Figure 1. Wiring heat map.
Bar = 100 um. The die is cut into 38 by 23 equal tiles; dark purple is low, yellow is high, scaled to the fullest tile. Values are wire area over tile area, all layers added.
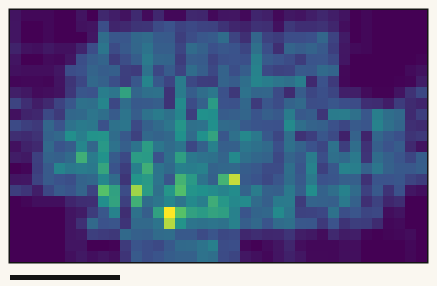
Figure 2. Placement by cell class.
Bar = 100 um.
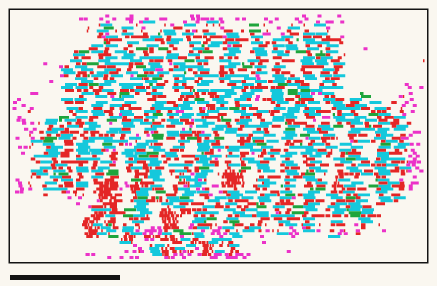
Figure 3. Congestion heat map.
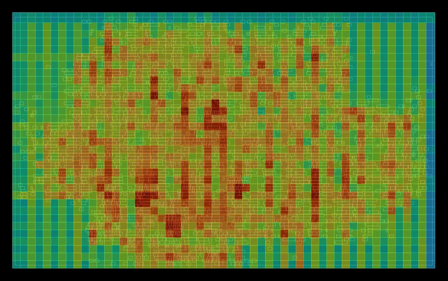
Figure 4. I/O nets highlighted.
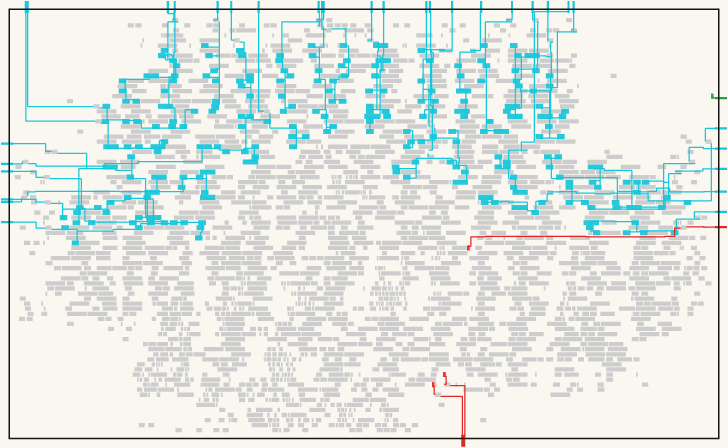
[config.mk]
export PLATFORM = sky130hd
export DESIGN_NAME = trace_retire_sequencer
export DESIGN_NICKNAME = d
export VERILOG_FILES = /design/src/rtl/trace_retire_sequencer.sv
export SDC_FILE = /design/constraint.sdc
export NUM_CORES = 1
export LEC_CHECK = 0
export CORE_ASPECT_RATIO = 0.6
export CORE_MARGIN = 2
export CORE_UTILIZATION = 35
export CTS_CLUSTER_SIZE = 25
export DETAILED_ROUTE_END_ITERATION = 10
export PLACE_DENSITY = 0.59
export SYNTH_ARGS = -nofsm -noshare
export SYNTH_HDL_FRONTEND = slang
export SYNTH_SLANG_ARGS = --single-unit
[constraint.sdc]
create_clock -name clk -period 9.25 [get_ports clk]
set_input_delay 1.85 -clock clk [delete_from_list [all_inputs] [get_ports clk]]
set_output_delay 1.85 -clock clk [all_outputs]
set_load 0.02 [all_outputs]
[src/rtl/trace_retire_sequencer.sv]
// Merges two in-order retirement lanes into one classified trace stream via a 2-write/1-read FIFO.
// Optional macro TRACE_BACKPRESSURE_EN adds a registered retire_stall and a stall-cycle counter.
module trace_retire_sequencer #(
    parameter int DEPTH = 8,
    parameter int CNT_W = 16
) (
    input  logic             clk,
    input  logic             rst,
    input  logic             flush,
    input  logic             r0_valid,
    input  logic [31:0]      r0_pc,
    input  logic [31:0]      r0_insn,
    input  logic             r1_valid,
    input  logic [31:0]      r1_pc,
    input  logic [31:0]      r1_insn,
    output logic             trace_valid,
    input  logic             trace_ready,
    output logic [31:0]      trace_pc,
    output logic [31:0]      trace_insn,
    output logic [2:0]       trace_class,
    output logic             trace_compressed,
    output logic [CNT_W-1:0] drop_count,
    output logic             overflow,
    output logic             retire_stall
);
    localparam int AW = $clog2(DEPTH);
    localparam int OW = AW + 1;
    localparam logic [OW-1:0] C_DEPTH    = OW'(DEPTH);
    localparam logic [OW-1:0] C_DEPTH_M2 = OW'(DEPTH - 2);

    localparam logic [2:0] CLS_OTHER  = 3'd0;
    localparam logic [2:0] CLS_BRANCH = 3'd1;
    localparam logic [2:0] CLS_JUMP   = 3'd2;
    localparam logic [2:0] CLS_LOAD   = 3'd3;
    localparam logic [2:0] CLS_STORE  = 3'd4;
    localparam logic [2:0] CLS_CSR    = 3'd5;
    localparam logic [2:0] CLS_SYSTEM = 3'd6;
    localparam logic [2:0] CLS_FENCE  = 3'd7;

    function automatic logic [2:0] classify(input logic [31:0] insn);
        logic [2:0] cls;
        logic [2:0] f3;
        logic [2:0] cf3;
        logic [4:0] crs1;
        logic [4:0] crs2;
        cls  = CLS_OTHER;
        f3   = insn[14:12];
        cf3  = insn[15:13];
        crs1 = insn[11:7];
        crs2 = insn[6:2];
        if (insn[1:0] == 2'b11) begin
            case (insn[6:0])
                7'b1100011: if (f3 != 3'b010 && f3 != 3'b011) cls = CLS_BRANCH;
                7'b1101111: cls = CLS_JUMP;
                7'b1100111: if (f3 == 3'b000) cls = CLS_JUMP;
                7'b0000011: cls = CLS_LOAD;
                7'b0100011: cls = CLS_STORE;
                7'b0001111: if (f3 == 3'b000 || f3 == 3'b001) cls = CLS_FENCE;
                7'b1110011: begin
                    // funct3==0 holds ECALL/EBREAK/xRET/WFI, identified by the immediate
                    if (f3 == 3'b000) begin
                        if (insn[19:7] == 13'd0 &&
                            (insn[31:20] == 12'h000 || insn[31:20] == 12'h001 ||
                             insn[31:20] == 12'h302 || insn[31:20] == 12'h7B2 ||
                             insn[31:20] == 12'h105))
                            cls = CLS_SYSTEM;
                    end else if (f3 != 3'b100) begin
                        cls = CLS_CSR;
                    end
                end
                default: cls = CLS_OTHER;
            endcase
        end else begin
            case (insn[1:0])
                2'b00: begin
                    if (cf3 == 3'b010) cls = CLS_LOAD;
                    else if (cf3 == 3'b110) cls = CLS_STORE;
                end
                2'b01: begin
                    if (cf3 == 3'b001 || cf3 == 3'b101) cls = CLS_JUMP;
                    else if (cf3 == 3'b110 || cf3 == 3'b111) cls = CLS_BRANCH;
                end
                default: begin
                    if (cf3 == 3'b010) begin
                        cls = CLS_LOAD;
                    end else if (cf3 == 3'b110) begin
                        cls = CLS_STORE;
                    end else if (cf3 == 3'b100) begin
                        // rs2==0 selects JR/JALR/EBREAK over MV/ADD; rs1==0 with bit12 is EBREAK
                        if (!insn[12]) begin
                            if (crs2 == 5'd0 && crs1 != 5'd0) cls = CLS_JUMP;
                        end else if (crs2 == 5'd0) begin
                            cls = (crs1 == 5'd0) ? CLS_SYSTEM : CLS_JUMP;
                        end
                    end
                end
            endcase
        end
        return cls;
    endfunction

    function automatic logic [CNT_W-1:0] sat_add(input logic [CNT_W-1:0] a, input logic [1:0] b);
        logic [CNT_W:0] s;
        s = {1'b0, a} + {{(CNT_W-1){1'b0}}, b};
        return s[CNT_W] ? {CNT_W{1'b1}} : s[CNT_W-1:0];
    endfunction

    logic [31:0]      r_pc_mem   [DEPTH];
    logic [31:0]      r_insn_mem [DEPTH];
    logic [2:0]       r_cls_mem  [DEPTH];
    logic             r_comp_mem [DEPTH];

    logic [OW-1:0]    r_occ;
    logic [AW-1:0]    r_wptr;
    logic [AW-1:0]    r_rptr;
    logic [CNT_W-1:0] r_drop_cnt;
    logic             r_overflow;

    logic             w_has1;
    logic             w_has2;
    logic             w_wr0;
    logic             w_wr1;
    logic             w_drop0;
    logic             w_drop1;
    logic [1:0]       w_n_wr;
    logic [1:0]       w_n_drop;
    logic             w_pop;
    logic [AW-1:0]    w_slot1;
    logic [OW-1:0]    w_occ_nxt;
    logic [2:0]       w_cls0;
    logic [2:0]       w_cls1;

    // Space is judged on the registered occupancy only; a same-cycle pop gives no credit
    assign w_has1    = (r_occ < C_DEPTH);
    assign w_has2    = (r_occ <= C_DEPTH_M2);
    assign w_wr0     = !flush && r0_valid && w_has1;
    assign w_wr1     = !flush && r1_valid && (r0_valid ? w_has2 : w_has1);
    assign w_drop0   = !flush && r0_valid && !w_wr0;
    assign w_drop1   = !flush && r1_valid && !w_wr1;
    assign w_n_wr    = {1'b0, w_wr0} + {1'b0, w_wr1};
    assign w_n_drop  = {1'b0, w_drop0} + {1'b0, w_drop1};
    assign w_pop     = trace_valid && trace_ready && !flush;
    assign w_slot1   = w_wr0 ? (r_wptr + AW'(1)) : r_wptr;
    assign w_occ_nxt = flush ? '0 : (r_occ + OW'(w_n_wr) - OW'(w_pop));
    assign w_cls0    = classify(r0_insn);
    assign w_cls1    = classify(r1_insn);

    always_ff @(posedge clk) begin
        if (w_wr0) begin
            r_pc_mem[r_wptr]   <= r0_pc;
            r_insn_mem[r_wptr] <= r0_insn;
            r_cls_mem[r_wptr]  <= w_cls0;
            r_comp_mem[r_wptr] <= (r0_insn[1:0] != 2'b11);
        end
        if (w_wr1) begin
            r_pc_mem[w_slot1]   <= r1_pc;
            r_insn_mem[w_slot1] <= r1_insn;
            r_cls_mem[w_slot1]  <= w_cls1;
            r_comp_mem[w_slot1] <= (r1_insn[1:0] != 2'b11);
        end
    end

    always_ff @(posedge clk or posedge rst) begin
        if (rst) begin
            r_occ      <= '0;
            r_wptr     <= '0;
            r_rptr     <= '0;
            r_drop_cnt <= '0;
            r_overflow <= 1'b0;
        end else begin
            r_occ <= w_occ_nxt;
            if (flush) begin
                r_wptr <= '0;
                r_rptr <= '0;
            end else begin
                r_wptr <= r_wptr + AW'(w_n_wr);
                if (w_pop) r_rptr <= r_rptr + AW'(1);
            end
            r_drop_cnt <= sat_add(r_drop_cnt, w_n_drop);
            if (w_n_drop != 2'd0) r_overflow <= 1'b1;
        end
    end

`ifdef TRACE_BACKPRESSURE_EN
    logic             r_retire_stall;
    logic [CNT_W-1:0] r_stall_cnt;

    always_ff @(posedge clk or posedge rst) begin
        if (rst) begin
            r_retire_stall <= 1'b0;
            r_stall_cnt    <= '0;
        end else begin
            r_retire_stall <= (w_occ_nxt > C_DEPTH_M2);
            if (trace_valid && !trace_ready) r_stall_cnt <= sat_add(r_stall_cnt, 2'd1);
        end
    end

    assign retire_stall = r_retire_stall;
`else
    assign retire_stall = 1'b0;
`endif

    // Head fields are gated by valid so an empty or reset FIFO presents zeros
    assign trace_valid      = (r_occ != '0);
    assign trace_pc         = trace_valid ? r_pc_mem[r_rptr]   : 32'd0;
    assign trace_insn       = trace_valid ? r_insn_mem[r_rptr] : 32'd0;
    assign trace_class      = trace_valid ? r_cls_mem[r_rptr]  : 3'd0;
    assign trace_compressed = trace_valid ? r_comp_mem[r_rptr] : 1'b0;
    assign drop_count       = r_drop_cnt;
    assign overflow         = r_overflow;

endmodule

==> results.json <==
{
  "status": "finished clean",
  "min_path_cells": 1,
  "grt_pass1_vias": 18600,
  "synth_area_leader_cell": "edfxtp_1",
  "fill_cells": 7487,
  "cp_top_family": "buffers and inverters",
  "clk-power_uw": 2510,
  "cts_tree": "done",
  "antenna_cells": 3,
  "synthArstFlopShare_pct": 4.73,
  "period_used_pct": 66.7,
  "fin_nets": 2174,
  "clk_path_buf_depth": 3,
  "post_cts_resized": 0,
  "numCtsBuffers": 57,
  "post-place-cells": 3097,
  "lay_top_cells": "edfxtp_1 (544), mux2_2 (489), clkdlybuf4s50_1 (219)",
  "cts_hold_buf": 0,
  "insertion_delay_ns": 0.63,
  "maxCapViolCount": 0,
  "drt_iter0_drc": 1701,
  "total_power_uw": 8260,
  "ys_seq_share_pct": 57.2,
  "r2r_start": "r_wptr[1]$_DFF_PP0_"
}
-- Figure 1 (at the start) --
- tiles over half the peak: 4.7%
- mean over tiles: 0.15
- nearly empty tiles: 13%
- fullest tile: 0.68
drt wl/cell: 26.7 um
Via Count: 17.7k
routed wire length: 85,600 um

-- Figure 2 (at the start) --
- clock drivers and dummy loads: green (cells 107; share of their area 5.9%)
- sequential cells: cyan (cells 571; share of their area 51%)
- combinational and other logic: red (cells 1,142; share of their area 36%)
- remaining buffers and delay cells: magenta (cells 250; share of their area 7.3%)
FP Rows: 82
Final Util: 41.7%
cell area after layout: 34,900 sq um
Core Area: 83,800 sq um

-- Figure 3 (at the start) --
GR peak layer: met2
met3 Usage GRT: 3.27%
M1 GR Usage: 27.7%
met2 Use GR: 30.8%
total track usage: 19.4%

-- Figure 4 (at the start) --
- r1_pc: cyan (bits 32; direction input; end cells 256; buffers 32; wire 3,810 um)
- retire_stall: green (bits 1; direction output; end cells 1; buffers 0; wire 3.00 um)
- trace_class: red (bits 3; direction output; end cells 3; buffers 3; wire 224 um)
I/O pin total: 221
IO buf count: 219

